$ cat src/rtl/decoder_pipe_nx2n.sv
// Multi-lane N-to-2^N decoder (one-hot or thermometer) behind a 2-entry
// skid buffer with valid/ready handshakes and a saturating delivery counter.

// One lane: decodes a SEL_W-bit code into a D-bit word; enable gates the lane.
module decoder_pipe_lane #(
    parameter int SEL_W = 4,
    parameter int MODE  = 0,
    localparam int D    = 2**SEL_W
) (
    input  logic [SEL_W-1:0] sel,
    input  logic             en,
    output logic [D-1:0]     word
);
    // Bit k compares its own index against the code: equality for one-hot,
    // less-or-equal for thermometer.
    always_comb begin
        word = '0;
        for (int k = 0; k < D; k++) begin
            if (MODE == 1) word[k] = en && (k <= int'(sel));
            else           word[k] = en && (k == int'(sel));
        end
    end
endmodule

module decoder_pipe_nx2n #(
    parameter int SEL_W    = 4,
    parameter int CHANNELS = 4,
    parameter int MODE     = 0,
    parameter int CNT_W    = 16
) (
    input  logic                             clk,
    input  logic                             rst_n,
    input  logic                             in_valid,
    output logic                             in_ready,
    input  logic [CHANNELS*SEL_W-1:0]        decoder_in,
    input  logic [CHANNELS-1:0]              decoder_en,
    output logic                             out_valid,
    input  logic                             out_ready,
    output logic [CHANNELS*(2**SEL_W)-1:0]   decoder_out,
    output logic [CNT_W-1:0]                 decode_count
);
    localparam int D = 2**SEL_W;

    typedef logic [CHANNELS-1:0][D-1:0] word_t;
    typedef enum logic [1:0] {EMPTY, ONE, TWO} state_t;

    state_t state, state_nxt;
    word_t  dec_word;
    word_t  head_q, head_nxt;
    word_t  skid_q, skid_nxt;
    logic   accept, xfer;

    // Per-lane decoders; the stored word is the already-decoded result.
    for (genvar c = 0; c < CHANNELS; c++) begin : g_lane
        decoder_pipe_lane #(.SEL_W(SEL_W), .MODE(MODE)) u_lane (
            .sel  (decoder_in[c*SEL_W +: SEL_W]),
            .en   (decoder_en[c]),
            .word (dec_word[c])
        );
    end

    assign out_valid   = (state != EMPTY);
    assign accept      = in_valid & in_ready;
    assign xfer        = out_valid & out_ready;
    assign decoder_out = head_q;

    // Skid-buffer next state: head drives the output, skid holds the overflow word.
    always_comb begin
        state_nxt = state;
        head_nxt  = head_q;
        skid_nxt  = skid_q;
        case (state)
            EMPTY: begin
                if (accept) begin
                    state_nxt = ONE;
                    head_nxt  = dec_word;
                end
            end
            ONE: begin
                if (accept && xfer) begin
                    head_nxt = dec_word;
                end else if (accept) begin
                    state_nxt = TWO;
                    skid_nxt  = dec_word;
                end else if (xfer) begin
                    // Clear head so the output reads zero while empty.
                    state_nxt = EMPTY;
                    head_nxt  = '0;
                end
            end
            TWO: begin
                if (xfer) begin
                    state_nxt = ONE;
                    head_nxt  = skid_q;
                end
            end
            default: begin
                state_nxt = EMPTY;
                head_nxt  = '0;
            end
        endcase
    end

    // State and data registers; in_ready is registered from the next state.
    always_ff @(posedge clk or negedge rst_n) begin
        if (!rst_n) begin
            state    <= EMPTY;
            head_q   <= '0;
            skid_q   <= '0;
            in_ready <= 1'b1;
        end else begin
            state    <= state_nxt;
            head_q   <= head_nxt;
            skid_q   <= skid_nxt;
            in_ready <= (state_nxt != TWO);
        end
    end

    // Delivered-word counter, saturating at all ones.
    always_ff @(posedge clk or negedge rst_n) begin
        if (!rst_n)                              decode_count <= '0;
        else if (xfer && (decode_count != '1))   decode_count <= decode_count + CNT_W'(1);
    end
endmodule
$ cat config.mk
export PLATFORM = sky130hd
export DESIGN_NAME = decoder_pipe_nx2n
export DESIGN_NICKNAME = d
export VERILOG_FILES = /design/src/rtl/decoder_pipe_nx2n.sv
export SDC_FILE = /design/constraint.sdc
export NUM_CORES = 1
export LEC_CHECK = 0
export ABC_AREA = 1
export CAP_MARGIN = 10
export CORE_ASPECT_RATIO = 0.7
export CORE_MARGIN = 1.5
export CORE_UTILIZATION = 47
export DETAILED_ROUTE_END_ITERATION = 12
export PLACE_DENSITY = 0.71
export SLEW_MARGIN = 20
export SYNTH_ARGS = -nofsm -noshare
export SYNTH_HDL_FRONTEND = slang
export SYNTH_HIERARCHICAL = 1
export SYNTH_SLANG_ARGS = --single-unit
export TNS_END_PERCENT = 1
$ cat constraint.sdc
create_clock -name clk -period 4.4 [get_ports clk]
set_clock_uncertainty 0.2 [all_clocks]
set_input_delay 0.44 -clock clk [delete_from_list [all_inputs] [get_ports clk]]
set_output_delay 0.44 -clock clk [all_outputs]
set_load 0.02 [all_outputs]
==> results.tsv, run 1 <==
metric	value	unit
result of the run	finished clean	
relative contribution of combinational cells to total power	26.0	%
top flip-flop cell by instance count after synthesis	dfrtp_1	
Mapped Avg Cell Area	7.34	sq um
chip area line of the yosys report	7180	sq um
final setup vio count	0	
Max Cap Viol	0	
antenna fix cells	0	
fin. max-slew vios	0	
number of enable flip-flop cells	0	
post-synth net total	1003	
post-synthesis simple-gate area fraction	30.1	%
overall power	4.22	mW
clock transition at the registers of the reported paths	60	ps
multiplexer fraction of the synthesized cell area	0	%
worst reg2reg startpoint	in_ready	
Worst Slack Setup Final	1880	ps
Worst Hold Launch	decoder_out[60]	
worst-case register-to-register setup slack	1880	ps
internal power consumption	2.71	mW
WL met2	7070	microns
category of the worst setup path capture point	flop	
global-route track usage on met3	4.08	%
total standard cell area after synthesis	7180	sq um
top cells by area	dfrtp_1 (51%), nand2_1 (22%), o21ai_0 (7.1%)	
Most Crowded Layer GR	met2	
sequential cell area fraction in the yosys report	51.3	%
crit path max fanout	65	
most repeated library cell on the critical path	nand2_1	
sequential share of power	38.5	%
crit path kind	flop to flop	
worst flop-to-flop path endpoint	skid_q[24]	
clock tree from TritonCTS	built	
tally of yosys warning messages	6	
worst skew pair latency	410	ps
Final nets	1093	
Buf/Inv on CP	1	
worst setup slack after placement	1540	ps
fraction of layout cells with a size suffix above 1	5.18	%
number of CTS-inserted buffers	17	
overall die width	151	microns
top-area cell type share of the netlist area	50.9	%
async set or reset register ratio after synthesis	100	%
commonest cells after routing, fill and taps aside	nand2_1 (420), dfrtp_1 (146), clkdlybuf4s50_1 (104)	
global-route met1 utilization	31.8	%
Min Clock Period, post-route	2520	ps
Crit path largest cell delay	530	ps
sum of routed wire segments on met1	8360	microns
most frequent logic cell in the layout	nand2_1	
number of warnings in the stage logs	26	
CTS HTree Levels	4	
initial antenna violation count	0	
Data required, critical path	4460	ps
Worst Reg2Reg Path Length in Cells	6	
post-route worst hold slack	279	ps
period utilization	57.2	%
clock tree root buffer cell	clkbuf_16	
slowest CP cell	dfstp_2	
die area	16000	sq um
Clock power frac	35.6	%
met3 layer wire length in the routed design	844	microns
worst hold path cell count	2	
placer congestion estimate	0.861	
instance count of the mapped netlist	978	
number of distinct library cells after synthesis	25	
PortBufs	105	
number of remaining DRC errors	0	
placed cell area	8340	sq um
met2 Track Usage GR	32.7	%
Iteration-0 DRC Markers	448	
post-route setup TNS	0	ps
number of placed instances with taps included	1243	
total wire length after detailed routing	16400	microns
area used by multi-input combinational logic	2960	sq um
number of cells in Yosys stat	978	
HP Class	flop to flop	
number of global-route vias before repair	5886	
pin count of the biggest net entering global routing	99	
via-per-instance ratio	4.93	
DPL Wire Length	10300	microns
count of state elements after synthesis	147	
RSZ-0062 raised after global routing	false	
IR drop worst, VDD	0.000508	V
chip height	106	microns
end point of the worst hold path	decoder_out[60]	
post-CTS setup buffer count	0	
largest family of logic cells by area	simple AND/OR/NAND/NOR gates	
first-pass iteration count of the detailed router	6	
CTS sink cnt	147	
end point of the critical path	skid_q[24]	
top cell family by delay on the critical path	simple AND/OR/NAND/NOR gates	
XORs/XNORs by Area	0.854	%
count of cells resized by post-cts repair	0	
adder-cell share of the synthesized area	0.174	%
arrival time worst endpoint	2580	ps
Top Metal Used	met4	
Layout Area Growth over Synthesis	24.8	%
GR Overflow Total	0	
most numerous cell types in the synthesized netlist	nand2_1 (421), dfrtp_1 (146), o21ai_0 (102), inv_1 (92), nor2_1 (81)	
wire length of the first global-routing pass	27700	microns
worst-case clock buffer depth	2	
library cell with the largest summed area after synthesis	dfrtp_1	
Core ar.	14800	sq um
final antenna-violating net count	0	
Top Ports	106	
[run 1: area by class of cell]
class | instances | share of cell area, %
Clock inverter | 13 | 1.94
Clock buffer | 19 | 4.83
Inverter | 96 | 4.08
Multi-Input combinational cell | 694 | 33.0
Sequential cell | 147 | 41.1
Tap cell | 195 | 2.72
Timing Repair Buffer | 112 | 12.4
[run 1: power by group through the flow]
| stage | Combinational [mW] | Sequential (mW) | Clock, mW |
|---|---|---|---|
| 6_report | 1.10 | 1.62 | 1.50 |
| 5_1_grt | 1.22 | 1.64 | 1.59 |
| 4_1_cts | 1.11 | 1.62 | 1.53 |
| 3_5_place_dp | 1.10 | 1.64 | 0 |
| 3_3_place_gp | 1.09 | 1.64 | 0 |
| 2_1_floorplan | 0.666 | 1.70 | 0 |
**Run 1: placement view**

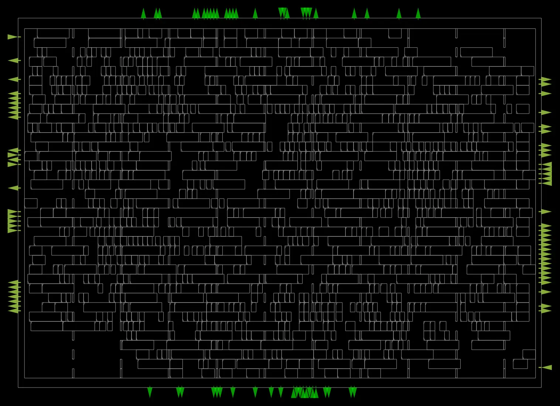
row count: 37
number of filler cells placed in the layout: 1367
number of standard cells in the final layout excluding fillers: 1276

**Run 1: sequential cells colored by netlist name**

Drawn at 4 px/micron. Other sequential cells in the stronger gray, the rest of the logic in the fainter gray.
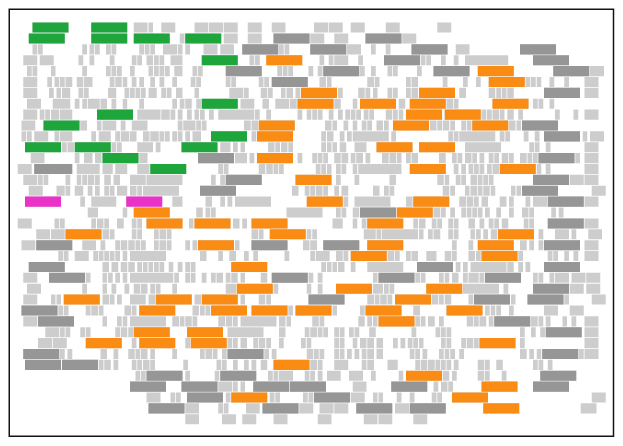
legend:
  magenta:
    netlist_name: `state`
    flops: 2
  green:
    netlist_name: `decode_count`
    flops: 16
    where: top left
  orange:
    netlist_name: `skid_q`
    flops: 64
FF/Latch Area: 3680 sq um
Util after Layout: 60.5%
P_seq: 1.62 mW
flip-flop and latch share of the layout cell area: 41.1%

**Run 1: signal metal coverage by tile**

Drawn at 2 px/micron. 30 x 21 tiles, from dark blue (low) to red (high), scaled to the fullest tile. Values are wire area over tile area, all layers added.
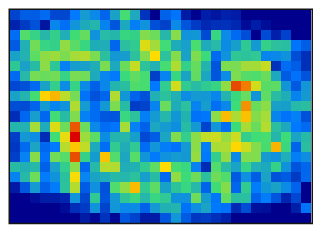
mean over tiles: 0.16
nearly empty tiles: 6.7%
tiles over half the peak: 23%
fullest tile: 0.46
densest ninth of the die: right middle

**Run 1: wiring by layer**

Drawn at 2 px/micron. Two of the layers only.
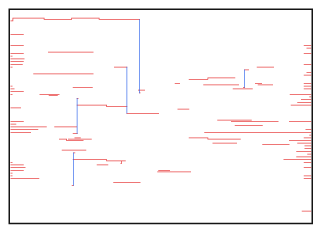
legend:
  red:
    layer: met3
    wire_length: 845 microns
  blue:
    layer: met4
    wire_length: 103 microns
WL/cell: 12.8 microns
total number of vias: 6285

--- run 2 (diff from run 1) ---
--- a/config.mk
+++ b/config.mk
@@ -11,7 +11,7 @@
 export CORE_MARGIN = 1.5
 export CORE_UTILIZATION = 47
 export DETAILED_ROUTE_END_ITERATION = 12
-export PLACE_DENSITY = 0.71
+export PLACE_DENSITY = 0.73
 export SLEW_MARGIN = 20
 export SYNTH_ARGS = -nofsm -noshare
 export SYNTH_HDL_FRONTEND = slang
==> constraint.sdc (replaced) <==
create_clock -name clk -period 2.2 [get_ports clk]
set_clock_uncertainty 0.2 [all_clocks]
set_input_delay 0.22 -clock clk [delete_from_list [all_inputs] [get_ports clk]]
set_output_delay 0.22 -clock clk [all_outputs]
set_load 0.02 [all_outputs]
**Run 2: placement view**

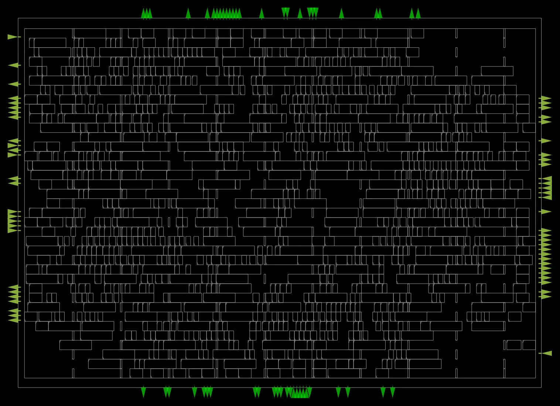
number of filler cells placed in the layout: 1326
Core ar.: 14800 sq um
Util after Layout: 61.9%
flip-flop and latch share of the layout cell area: 40.2%

==> run 2 against run 1 <==
Net effect: synthesized cell count unchanged; cell count increased by 1.0%; sequential power increased by 100%; global-route usage increased by 0.91 points; via count increased by 1.4%; critical endpoint is now out_valid; highest routed layer unchanged.
==> results.tsv, run 2 <==
metric	value	unit
XORs/XNORs by Area	0.854	%
met3 layer wire length in the routed design	865	microns
post-route worst hold slack	106	ps
WL/cell	13.1	microns
adder-cell share of the synthesized area	0.174	%
post-CTS setup buffer count	0	
global-route track usage on met3	3.69	%
number of placed instances with taps included	1257	
total standard cell area after synthesis	7180	sq um
number of enable flip-flop cells	0	
clock tree from TritonCTS	built	
clock tree root buffer cell	clkbuf_16	
met2 Track Usage GR	33.1	%
result of the run	finished clean	
top-area cell type share of the netlist area	50.9	%
power in the clock group	2.93	mW
chip height	106	microns
crit path max fanout	5	
overall power	8.77	mW
Data required, critical path	1780	ps
initial antenna violation count	0	
wire length of the first global-routing pass	28600	microns
heaviest power group	registers	
number of global-route vias before repair	5926	
die area	16000	sq um
Layout Area Growth over Synthesis	27.7	%
global-route met1 utilization	33.5	%
PortBufs	105	
worst flop-to-flop path endpoint	decode_count[4]	
Top Metal Used	met4	
Crit path largest cell delay	600	ps
P_seq	3.25	mW
number of remaining DRC errors	0	
instance count of the mapped netlist	978	
number of standard cells in the final layout excluding fillers	1289	
library cell with the largest summed area after synthesis	dfrtp_1	
internal power consumption	5.70	mW
relative contribution of combinational cells to total power	29.5	%
Iteration-0 DRC Markers	368	
number of distinct library cells after synthesis	25	
FF/Latch Area	3680	sq um
final antenna-violating net count	0	
Worst Slack Setup Final	75.7	ps
via-per-instance ratio	4.94	
arrival time worst endpoint	1700	ps
antenna fix cells	0	
most numerous cell types in the synthesized netlist	nand2_1 (421), dfrtp_1 (146), o21ai_0 (102), inv_1 (92), nor2_1 (81)	
overall die width	151	microns
most frequent logic cell in the layout	nand2_1	
Max Cap Viol	0	
GR Overflow Total	0	
end point of the critical path	out_valid	
WL met2	7280	microns
commonest cells after routing, fill and taps aside	nand2_1 (420), dfrtp_1 (146), clkdlybuf4s50_1 (104)	
worst skew pair latency	410	ps
tally of yosys warning messages	6	
final setup vio count	0	
Top Ports	106	
CTS sink cnt	147	
Most Crowded Layer GR	met1	
RSZ-0062 raised after global routing	false	
top cells by area	dfrtp_1 (51%), nand2_1 (22%), o21ai_0 (7.1%)	
period utilization	96.6	%
Worst Reg2Reg Path Length in Cells	8	
worst setup slack after placement	47.7	ps
placer congestion estimate	0.867	
sum of routed wire segments on met1	8420	microns
fin. max-slew vios	0	
slowest CP cell	clkdlybuf4s50_1	
first-pass iteration count of the detailed router	5	
worst-case clock buffer depth	2	
multiplexer fraction of the synthesized cell area	0	%
crit path kind	flop to primary output	
total wire length after detailed routing	16900	microns
IR drop worst, VDD	0.000788	V
Clock power frac	33.4	%
number of warnings in the stage logs	26	
top flip-flop cell by instance count after synthesis	dfrtp_1	
CTS HTree Levels	4	
area used by multi-input combinational logic	2960	sq um
placed cell area	8560	sq um
async set or reset register ratio after synthesis	100	%
HP Class	primary input to asynchronous set/reset pin	
top cell family by delay on the critical path	buffers and inverters	
post-synth net total	1003	
**Run 2: I/O nets highlighted**

Drawn at 3 px/micron.
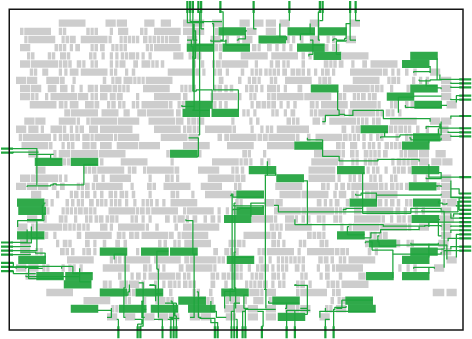
legend:
  green:
    port: `decoder_out`
    bits: 64
    direction: output
    edge: 24 right, 19 bottom, 12 top, 9 left
    end_cells: 64
    buffers: 64
    wire: 1930 microns

[run 2: how the worst min path moves through the flow]
stage,endpoint,start,slack [ps],cells after the start
after detailed placement,decoder_out[52],rst_n,-5,1
after floorplan,decode_count[0],rst_n,-280,0
after CTS,decoder_out[52],rst_n,130,2
final,decoder_out[52],rst_n,110,2
after global placement,decoder_out[52],rst_n,-10,1
after global routing,decoder_out[52],rst_n,140,2
[run 2: what timing repair did]
action                     in CTS  in global routing
resized                         0                  1
setup endpoints to repair       0                  1
hold endpoints to repair       89                  0
hold buffers                    1                  0
[run 2: area by class of cell]
cell class / count / share of cell area, %
tap: 195 / 2.66
inverter: 96 / 3.97
multi-input combinational: 694 / 32.3
sequential: 147 / 40.2
clock inverter: 11 / 1.69
timing repair buffer: 126 / 14.5
clock buffer: 20 / 4.76
Power and IR drop assume default switching activity.
